### config.mk
export PLATFORM = sky130hd
export DESIGN_NAME = lsu_mem_initiator_flat
export DESIGN_NICKNAME = d
export VERILOG_FILES = /design/src/rtl/lsu_pkg.sv /design/src/rtl/lsu_mem_initiator_if.sv /design/src/rtl/lsu_data_align.sv /design/src/rtl/lsu_mem_initiator.sv /design/src/flat_wrapper.sv
export SDC_FILE = /design/constraint.sdc
export NUM_CORES = 1
export LEC_CHECK = 0
export CAP_MARGIN = 5
export CORE_MARGIN = 3
export CORE_UTILIZATION = 30
export CTS_BUF_LIST = sky130_fd_sc_hd__clkbuf_8
export DETAILED_ROUTE_END_ITERATION = 16
export SYNTH_ARGS = -nofsm -noshare
export SYNTH_HDL_FRONTEND = slang
export SYNTH_HIERARCHICAL = 1
export SYNTH_SLANG_ARGS = --single-unit
### constraint.sdc
create_clock -name clock -period 3.84 [get_ports clock]
set_clock_uncertainty 0.05 [all_clocks]
set_input_delay 1.152 -clock clock [delete_from_list [all_inputs] [get_ports clock]]
set_output_delay 1.152 -clock clock [all_outputs]
set_load 0.01 [all_outputs]
### src/rtl/lsu_pkg.sv
// Shared encodings and helpers for the load/store initiator.
// Covers the access-size codes, the FSM state type and the request legality check.
package lsu_pkg;

  localparam logic [1:0] SZ_B = 2'd0;
  localparam logic [1:0] SZ_H = 2'd1;
  localparam logic [1:0] SZ_W = 2'd2;

  typedef enum logic [1:0] {
    IDLE = 2'd0,
    MEM  = 2'd1,
    WAIT = 2'd2,
    RESP = 2'd3
  } state_e;

  // Illegal size counts as misaligned so a single flag covers every early rejection.
  function automatic logic misaligned(input logic [1:0] size, input logic [1:0] off);
    logic bad;
    case (size)
      SZ_B:    bad = 1'b0;
      SZ_H:    bad = off[0];
      SZ_W:    bad = (off != 2'b00);
      default: bad = 1'b1;
    endcase
    return bad;
  endfunction

endpackage

### src/rtl/lsu_mem_initiator_if.sv
// Core-side request/response channel and memory-side request/read channel.
// Each interface has master/slave modports.
interface lsu_core_if #(parameter int ADDR_W = 32);
  logic              req_valid;
  logic              req_ready;
  logic              req_wen;
  logic [ADDR_W-1:0] req_addr;
  logic [31:0]       req_wdata;
  logic [1:0]        req_size;
  logic              req_unsigned;
  logic              resp_valid;
  logic [31:0]       resp_rdata;
  logic              resp_err;

  modport master (
    output req_valid, req_wen, req_addr, req_wdata, req_size, req_unsigned,
    input  req_ready, resp_valid, resp_rdata, resp_err
  );
  modport slave (
    input  req_valid, req_wen, req_addr, req_wdata, req_size, req_unsigned,
    output req_ready, resp_valid, resp_rdata, resp_err
  );
endinterface

interface lsu_mem_if #(parameter int ADDR_W = 32);
  logic              mem_valid;
  logic              mem_ready;
  logic              mem_wen;
  logic [ADDR_W-1:0] mem_addr;
  logic [31:0]       mem_wdata;
  logic [3:0]        mem_wmask;
  logic              mem_rvalid;
  logic [31:0]       mem_rdata;

  modport master (
    output mem_valid, mem_wen, mem_addr, mem_wdata, mem_wmask,
    input  mem_ready, mem_rvalid, mem_rdata
  );
  modport slave (
    input  mem_valid, mem_wen, mem_addr, mem_wdata, mem_wmask,
    output mem_ready, mem_rvalid, mem_rdata
  );
endinterface

### src/rtl/lsu_data_align.sv
// Combinational byte-lane logic: store mask and data replication, and load extraction.
// Also performs sign/zero extension of the extracted load data.
module lsu_data_align
  import lsu_pkg::*;
(
  input  logic [1:0]  wr_size,
  input  logic [1:0]  wr_off,
  input  logic [31:0] wr_data,
  output logic [3:0]  wr_mask,
  output logic [31:0] wr_lane,
  input  logic [1:0]  rd_size,
  input  logic [1:0]  rd_off,
  input  logic        rd_unsigned,
  input  logic [31:0] rd_word,
  output logic [31:0] rd_ext
);

  logic [31:0] rd_shift_s;

  assign rd_shift_s = rd_word >> {rd_off, 3'b000};

  // Store side: mask shifted to the addressed lane, data replicated across lanes.
  always_comb begin
    wr_mask = 4'b0000;
    wr_lane = 32'h0000_0000;
    case (wr_size)
      SZ_B: begin
        wr_mask = 4'b0001 << wr_off;
        wr_lane = {4{wr_data[7:0]}};
      end
      SZ_H: begin
        wr_mask = 4'b0011 << wr_off;
        wr_lane = {2{wr_data[15:0]}};
      end
      SZ_W: begin
        wr_mask = 4'b1111;
        wr_lane = wr_data;
      end
      default: begin
        wr_mask = 4'b0000;
        wr_lane = 32'h0000_0000;
      end
    endcase
  end

  // Load side: bring the addressed lane down to bit 0 and extend.
  always_comb begin
    rd_ext = 32'h0000_0000;
    case (rd_size)
      SZ_B: begin
        if (rd_unsigned) rd_ext = {24'h00_0000, rd_shift_s[7:0]};
        else             rd_ext = {{24{rd_shift_s[7]}}, rd_shift_s[7:0]};
      end
      SZ_H: begin
        if (rd_unsigned) rd_ext = {16'h0000, rd_shift_s[15:0]};
        else             rd_ext = {{16{rd_shift_s[15]}}, rd_shift_s[15:0]};
      end
      SZ_W:    rd_ext = rd_shift_s;
      default: rd_ext = 32'h0000_0000;
    endcase
  end

endmodule

### src/rtl/lsu_mem_initiator.sv
// Single-outstanding load/store initiator between the core execute stage and data memory.
// Holds the FSM, the request registers and the WAIT timeout counter; all outputs are registered.
module lsu_mem_initiator
  import lsu_pkg::*;
#(
  parameter int TIMEOUT_CYCLES = 16,
  parameter int ADDR_W         = 32
) (
  input  logic      clock,
  input  logic      reset,
  lsu_core_if.slave core,
  lsu_mem_if.master mem
);

  localparam int CNT_W = $clog2(TIMEOUT_CYCLES + 1);

  state_e            state_r, state_nxt_s;
  logic [CNT_W-1:0]  cnt_r, cnt_nxt_s, cnt_inc_s;
  logic              wen_r, unsigned_r;
  logic [1:0]        size_r, off_r;
  logic              req_ready_r, resp_valid_r, resp_err_r;
  logic [31:0]       resp_rdata_r;
  logic              mem_valid_r, mem_wen_r;
  logic [ADDR_W-1:0] mem_addr_r;
  logic [31:0]       mem_wdata_r;
  logic [3:0]        mem_wmask_r;
  logic              accept_s, req_err_s, err_nxt_s, capture_s;
  logic [3:0]        wr_mask_s;
  logic [31:0]       wr_lane_s, rd_ext_s;

  lsu_data_align u_align (
    .wr_size     (core.req_size),
    .wr_off      (core.req_addr[1:0]),
    .wr_data     (core.req_wdata),
    .wr_mask     (wr_mask_s),
    .wr_lane     (wr_lane_s),
    .rd_size     (size_r),
    .rd_off      (off_r),
    .rd_unsigned (unsigned_r),
    .rd_word     (mem.mem_rdata),
    .rd_ext      (rd_ext_s)
  );

  assign accept_s  = core.req_valid && req_ready_r;
  assign req_err_s = misaligned(core.req_size, core.req_addr[1:0]);
  assign cnt_inc_s = cnt_r + CNT_W'(1);

  // Next-state, timeout counting, and response error/capture decisions.
  always_comb begin
    state_nxt_s = state_r;
    cnt_nxt_s   = {CNT_W{1'b0}};
    err_nxt_s   = 1'b0;
    capture_s   = 1'b0;
    case (state_r)
      IDLE: begin
        if (accept_s) begin
          if (req_err_s) begin
            state_nxt_s = RESP;
            err_nxt_s   = 1'b1;
          end else begin
            state_nxt_s = MEM;
          end
        end else begin
          state_nxt_s = IDLE;
        end
      end
      MEM: begin
        if (mem.mem_ready) begin
          if (wen_r) begin
            state_nxt_s = RESP;
          end else if (mem.mem_rvalid) begin
            state_nxt_s = RESP;
            capture_s   = 1'b1;
          end else begin
            state_nxt_s = WAIT;
          end
        end else begin
          state_nxt_s = MEM;
        end
      end
      WAIT: begin
        // Read data arriving on the final allowed cycle still wins over the timeout.
        if (mem.mem_rvalid) begin
          state_nxt_s = RESP;
          capture_s   = 1'b1;
        end else if (cnt_inc_s == CNT_W'(TIMEOUT_CYCLES)) begin
          state_nxt_s = RESP;
          err_nxt_s   = 1'b1;
        end else begin
          state_nxt_s = WAIT;
          cnt_nxt_s   = cnt_inc_s;
        end
      end
      RESP:    state_nxt_s = IDLE;
      default: state_nxt_s = IDLE;
    endcase
  end

  // State, request latches and registered outputs decoded from the next state.
  always_ff @(posedge clock or negedge reset) begin
    if (!reset) begin
      state_r      <= IDLE;
      cnt_r        <= {CNT_W{1'b0}};
      wen_r        <= 1'b0;
      unsigned_r   <= 1'b0;
      size_r       <= 2'b00;
      off_r        <= 2'b00;
      req_ready_r  <= 1'b1;
      resp_valid_r <= 1'b0;
      resp_err_r   <= 1'b0;
      resp_rdata_r <= 32'h0000_0000;
      mem_valid_r  <= 1'b0;
      mem_wen_r    <= 1'b0;
      mem_addr_r   <= {ADDR_W{1'b0}};
      mem_wdata_r  <= 32'h0000_0000;
      mem_wmask_r  <= 4'b0000;
    end else begin
      state_r      <= state_nxt_s;
      cnt_r        <= cnt_nxt_s;
      req_ready_r  <= (state_nxt_s == IDLE);
      mem_valid_r  <= (state_nxt_s == MEM);
      resp_valid_r <= (state_nxt_s == RESP);
      resp_err_r   <= (state_nxt_s == RESP) && err_nxt_s;
      if (accept_s) begin
        wen_r       <= core.req_wen;
        unsigned_r  <= core.req_unsigned;
        size_r      <= core.req_size;
        off_r       <= core.req_addr[1:0];
        mem_wen_r   <= core.req_wen;
        mem_addr_r  <= {core.req_addr[ADDR_W-1:2], 2'b00};
        mem_wdata_r <= core.req_wen ? wr_lane_s : 32'h0000_0000;
        mem_wmask_r <= core.req_wen ? wr_mask_s : 4'b0000;
      end
      if (state_nxt_s == RESP) begin
        resp_rdata_r <= capture_s ? rd_ext_s : 32'h0000_0000;
      end
    end
  end

  assign core.req_ready  = req_ready_r;
  assign core.resp_valid = resp_valid_r;
  assign core.resp_err   = resp_err_r;
  assign core.resp_rdata = resp_rdata_r;
  assign mem.mem_valid   = mem_valid_r;
  assign mem.mem_wen     = mem_wen_r;
  assign mem.mem_addr    = mem_addr_r;
  assign mem.mem_wdata   = mem_wdata_r;
  assign mem.mem_wmask   = mem_wmask_r;

endmodule

### src/flat_wrapper.sv
// flat-port wrapper written by rule: the top's interface ports become plain ports
module lsu_mem_initiator_flat import lsu_pkg::*;
#(
  parameter int TIMEOUT_CYCLES = 16,
  parameter int ADDR_W         = 32
)
  (clock, reset, core_req_valid, core_req_wen, core_req_addr, core_req_wdata, core_req_size, core_req_unsigned, core_req_ready, core_resp_valid, core_resp_rdata, core_resp_err, mem_mem_valid, mem_mem_wen, mem_mem_addr, mem_mem_wdata, mem_mem_wmask, mem_mem_ready, mem_mem_rvalid, mem_mem_rdata);
  lsu_core_if #(.ADDR_W(ADDR_W)) core_i ();
  lsu_mem_if #(.ADDR_W(ADDR_W)) mem_i ();
  input  logic clock;
  input  logic reset;
  input wire logic [$bits(core_i.req_valid)-1:0] core_req_valid;
  input wire logic [$bits(core_i.req_wen)-1:0] core_req_wen;
  input wire logic [$bits(core_i.req_addr)-1:0] core_req_addr;
  input wire logic [$bits(core_i.req_wdata)-1:0] core_req_wdata;
  input wire logic [$bits(core_i.req_size)-1:0] core_req_size;
  input wire logic [$bits(core_i.req_unsigned)-1:0] core_req_unsigned;
  output wire logic [$bits(core_i.req_ready)-1:0] core_req_ready;
  output wire logic [$bits(core_i.resp_valid)-1:0] core_resp_valid;
  output wire logic [$bits(core_i.resp_rdata)-1:0] core_resp_rdata;
  output wire logic [$bits(core_i.resp_err)-1:0] core_resp_err;
  output wire logic [$bits(mem_i.mem_valid)-1:0] mem_mem_valid;
  output wire logic [$bits(mem_i.mem_wen)-1:0] mem_mem_wen;
  output wire logic [$bits(mem_i.mem_addr)-1:0] mem_mem_addr;
  output wire logic [$bits(mem_i.mem_wdata)-1:0] mem_mem_wdata;
  output wire logic [$bits(mem_i.mem_wmask)-1:0] mem_mem_wmask;
  input wire logic [$bits(mem_i.mem_ready)-1:0] mem_mem_ready;
  input wire logic [$bits(mem_i.mem_rvalid)-1:0] mem_mem_rvalid;
  input wire logic [$bits(mem_i.mem_rdata)-1:0] mem_mem_rdata;
  assign core_i.req_valid = core_req_valid;
  assign core_i.req_wen = core_req_wen;
  assign core_i.req_addr = core_req_addr;
  assign core_i.req_wdata = core_req_wdata;
  assign core_i.req_size = core_req_size;
  assign core_i.req_unsigned = core_req_unsigned;
  assign core_req_ready = core_i.req_ready;
  assign core_resp_valid = core_i.resp_valid;
  assign core_resp_rdata = core_i.resp_rdata;
  assign core_resp_err = core_i.resp_err;
  assign mem_mem_valid = mem_i.mem_valid;
  assign mem_mem_wen = mem_i.mem_wen;
  assign mem_mem_addr = mem_i.mem_addr;
  assign mem_mem_wdata = mem_i.mem_wdata;
  assign mem_mem_wmask = mem_i.mem_wmask;
  assign mem_i.mem_ready = mem_mem_ready;
  assign mem_i.mem_rvalid = mem_mem_rvalid;
  assign mem_i.mem_rdata = mem_mem_rdata;
  lsu_mem_initiator #(.TIMEOUT_CYCLES(TIMEOUT_CYCLES), .ADDR_W(ADDR_W)) u_core (.clock(clock), .reset(reset), .core(core_i), .mem(mem_i));
endmodule
==> impl_results.rst <==
Implementation results
======================

.. list-table::
   :header-rows: 1

   * - Metric
     - Value
   * - Number of buffers inserted during clock tree synthesis
     - 17
   * - Filler Cells Inserted
     - 2127
   * - Total Wirelength
     - 21300 um
   * - Switching share of total power
     - 0.411
   * - Power density cells
     - a little under 800 nW/um2
   * - Path class of the lowest-slack min-delay path
     - reg -> reg
   * - Placed Instance Area
     - 8760 um2
   * - Highest achievable clock rate
     - 0.356 GHz
   * - Final total power
     - 7.17 mW
   * - Core Util at FP
     - 0.307
   * - Placer's final routability congestion estimate
     - 0.896
   * - Width of the die
     - 153 um
   * - # nets final
     - between 900 and 1k
   * - Post-route cell area
     - 9150 um2
   * - Buffer count from post-CTS setup fixing
     - 0
   * - Worst-path clk slew
     - 80 ps
   * - Type of the worst setup path
     - in -> reg
   * - Vias in the first global route
     - 5889
   * - Setup repair after global routing missed its margin
     - no
   * - Number of violations of the max-capacitance limit
     - 0
   * - Vertical die dimension
     - around 150 um
   * - Inst Count DP
     - 1101
   * - Yosys top cell area share
     - 0.438
   * - Startpoint type of the worst setup path
     - input pin
   * - Setup TNS
     - 0 ps
   * - Cell types occupying the most area after synthesis
     - dfrtp_1 (44%), o211ai_2 (7.3%), mux2_2 (6.2%)
   * - Reg2Reg Capture Point
     - u_core/core.resp_rdata[8]
   * - Cell at the root of the clock tree
     - clkbuf_8
   * - Worst Max-Slew Pin Slew
     - between 800 and 900 ps
   * - Type of element capturing the critical path
     - flop
   * - Detailed placement HPWL
     - 14700 um
   * - Worst path required time
     - 4150 ps
   * - Number of gates given a new drive strength after cts
     - 0
   * - Overall via count from detail_route
     - 5783
   * - Status
     - finished, final reports clean
   * - Count of port buffers added during placement
     - slightly above 200
   * - Multi-input logic area
     - 3180 um2
   * - Count of yosys warnings during synthesis
     - 6
   * - Final antenna diode count
     - 0
   * - Share of the clock period used by the worst path
     - 0.731
   * - Worst hold start
     - u_core/mem.mem_wdata[23]
   * - Number of cell instances on the worst register-to-register path
     - 6
   * - Global-route wire length before repair
     - 33600 um
   * - Number of hold-repair buffers added at the cts stage
     - 0
   * - Clock sink count
     - 115
   * - Clk network pwr share
     - 0.160
   * - Vias per inst
     - 5.10
   * - FF-to-FF setup slack
     - between 1000 and 1500 ps
   * - Worst-case setup slack after placement
     - 576 ps
   * - H-tree lvl count
     - 4
   * - Top_reg_cell synth
     - dfrtp_1
   * - Total setup violations reported at the end of the flow
     - 0
   * - Tally of unique sky130hd cells used after synthesis
     - ~52
   * - Final Slew Violations
     - 0
   * - Average size of a mapped cell
     - slightly below 10 um2
   * - Flip-flop and latch area
     - 2880 um2
   * - Internal power
     - 4.22 mW
   * - Async S/R FF share, synth
     - 1.00
   * - Share of cells above drive strength 1
     - 0.160
   * - Number of instances in the synthesized netlist
     - between 600 and 700
   * - Hold Fails Final Rpt
     - 0
   * - Clk buf depth
     - 2
   * - Routed len/inst
     - roughly 19 um
   * - Commonest non-fill, non-tap cell in the layout
     - clkdlybuf4s50_1
   * - Sequential Power Share
     - 0.301
   * - Synthesis area per yosys
     - 6520 um2
   * - Post-synth design cell area
     - 6520 um2
   * - CTS tree
     - built
   * - Post-route insts no fill
     - approximately 1.1k
   * - Startpoint of the most critical setup path
     - core_req_size[0]
   * - Count of TritonRoute iterations in the first routing pass
     - 4
   * - First DRT Iteration DRCs
     - 301
   * - Number of nets with antenna violations after routing
     - 0
   * - DRC
     - 0
   * - Cell taking the most area after synthesis
     - dfrtp_1
   * - OpenROAD warnings
     - 32
   * - Crit path max fanout
     - 32
   * - Final min period
     - roughly 2800 ps
   * - Count of library flops with an enable pin
     - 0
   * - Top cells excl fill/tap
     - clkdlybuf4s50_1 (206), dfrtp_1 (114), nand2_1 (98)
   * - Worst endpoint data arrival time
     - 3120 ps
   * - Count of instantiated cells in the yosys netlist
     - 664
   * - Largest net degree at the start of global routing
     - ~120
   * - Instance count along the most critical hold path
     - 2
   * - Final hold slack
     - 430 ps
   * - Switching power
     - 2.95 mW
   * - Worst Hold Path EP
     - u_core/mem.mem_wdata[23]
   * - Register area share after synthesis
     - 0.442
   * - Number of rows in the core area
     - 53
   * - Leftover overflow at the end of global routing
     - 0
   * - Static leakage
     - 3.79 nW
   * - Termination of the worst setup path
     - u_core/core.resp_rdata[0]
   * - Power share of the combinational group
     - 0.538
   * - Largest voltage drop on the vdd net
     - 0.000325 V
   * - Late-Pin Clk Latency
     - around 440 ps
   * - Register bit total from synthesis
     - 115
   * - I/O Pins
     - about 210
   * - Initial antenna violation count
     - 0
   * - Rel. slew slack
     - 0.421
   * - Most frequent cells after synthesis
     - dfrtp_1 (114), nand2_1 (99), o21ai_0 (57)
   * - Layout area overhead
     - 40.4%
   * - Startpoint of the worst-slack reg-to-reg timing path
     - u_core/state_r[0]
   * - Total die size
     - 23500 um2
   * - Most common cell in the netlist
     - dfrtp_1
   * - Final worst slack
     - 1030 ps
   * - Area of the placeable core
     - approximately 21000 um2
sequential cells by signal, summed over array words and instances, names as in the netlist:
register / flops
u_core/unsigned_r: 1
u_core/mem.mem_addr: 30
u_core/mem.mem_wen: 1
u_core/core.resp_valid: 1
u_core/state_r: 2
u_core/mem.mem_valid: 1
u_core/core.req_ready: 1
u_core/size_r: 2
u_core/core.resp_rdata: 32
u_core/mem.mem_wmask: 4
u_core/core.resp_err: 1
u_core/cnt_r: 5
u_core/off_r: 2
u_core/mem.mem_wdata: 32
power groups by stage:
stage	clock [mW]	sequential, mW	combinational (mW)
2_1_floorplan	0	2.31	2.08
3_3_place_gp	0	2.17	3.86
3_5_place_dp	0	2.19	3.90
4_1_cts	1.19	2.17	3.92
5_1_grt	1.24	2.24	4.22
6_report	1.15	2.16	3.86
critical path: stages:
cell	delay [ps]
clkdlybuf4s50_1	670
inv_1	90
a211o_1	290
a2111o_1	370
buf_4	300
o211ai_1	230
cell families after synthesis:
group | Yosys count | share of synthesized area
AOI/OAI and AO/OA | 206 | 0.250
other | 1 | 0.000575
buffers and inverters | 100 | 0.0727
DFF | 115 | 0.442
adders and majority gates | 4 | 0.00768
muxes | 55 | 0.0933
and+or+nand+nor | 180 | 0.130
xor gates and xnor gates | 3 | 0.00403
metal layers:
| metal | up-vias | GRT usage | wire (um) |
|---|---|---|---|
| li1 | 2752 | - | - |
| met1 | 2773 | 0.237 | 9340 |
| met2 | 240 | 0.271 | 9500 |
| met3 | 18 | 0.0770 | 2230 |
| met4 | 0 | 0.0521 | 271 |
| met5 | - | 0 | 0 |
final cells by class:
cell class	count	share of cell area
clock buffers	18	0.0271
repair buffers	223	0.242
flip-flops and latches	115	0.315
inverters	38	0.0156
multi-input cells	450	0.348
clock inverters	14	0.0154
well taps	275	0.0376
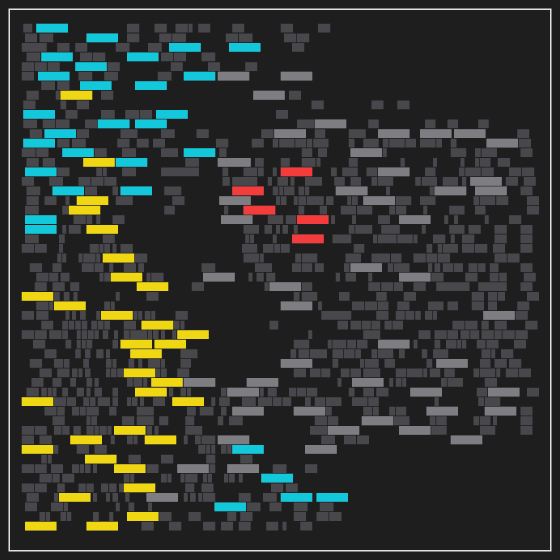
(images/flops_by_reg.png)
Other sequential cells in the stronger grey, the rest of the logic in the fainter grey.
Key: cyan = u_core/mem.mem_addr [sequential cells 30]; red = u_core/cnt_r [sequential cells 5]; yellow = u_core/mem.mem_wdata [sequential cells 32]

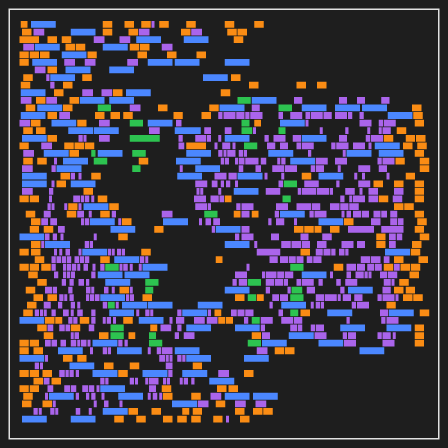
(images/placement_by_type.png)
Key: orange = remaining buffers and delay cells [cells 223]; purple = combinational and other logic [cells 488]; blue = sequential cells [cells 115]; green = clock drivers and dummy loads [cells 32]

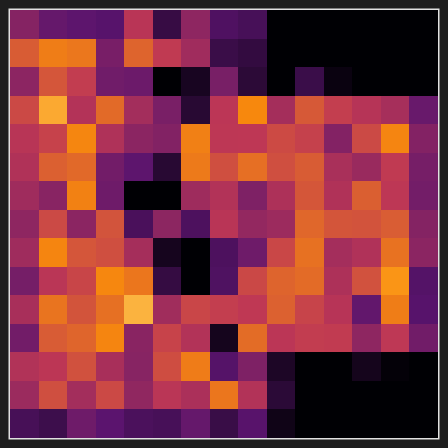
(images/cell_density.png)
The die is cut into 15 by 15 equal tiles; black is low, pale yellow is high, 0 to 100% covered.
The mean over all tiles is 37%. 16% of the tiles are nearly empty. The fullest tile reaches 84%.

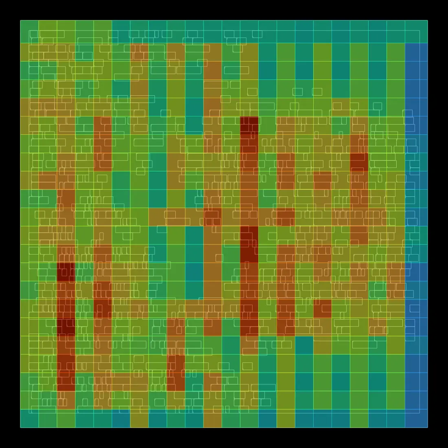
(images/congestion.png)
met3 Usage GRT: 0.0770
met1 Usage GRT: 0.237
Total GRT Usage: 0.180
global routing usage on met2: 0.271
Final Util: 0.431

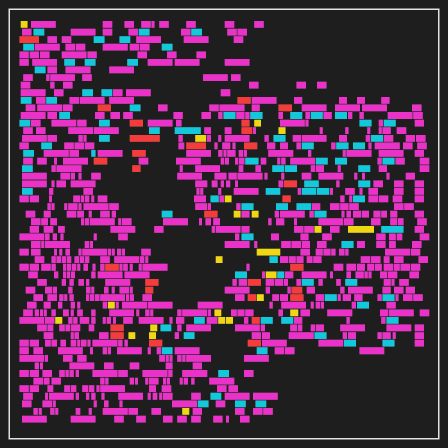
(images/sizes.png)
Key: cyan = _2 cells [cells 85]; yellow = _3 and _4 cells [cells 23]; magenta = _0 and _1 cells [cells 721]; red = _6 and larger [cells 29]

No activity file was given, so power comes from the tool's default toggle rates.
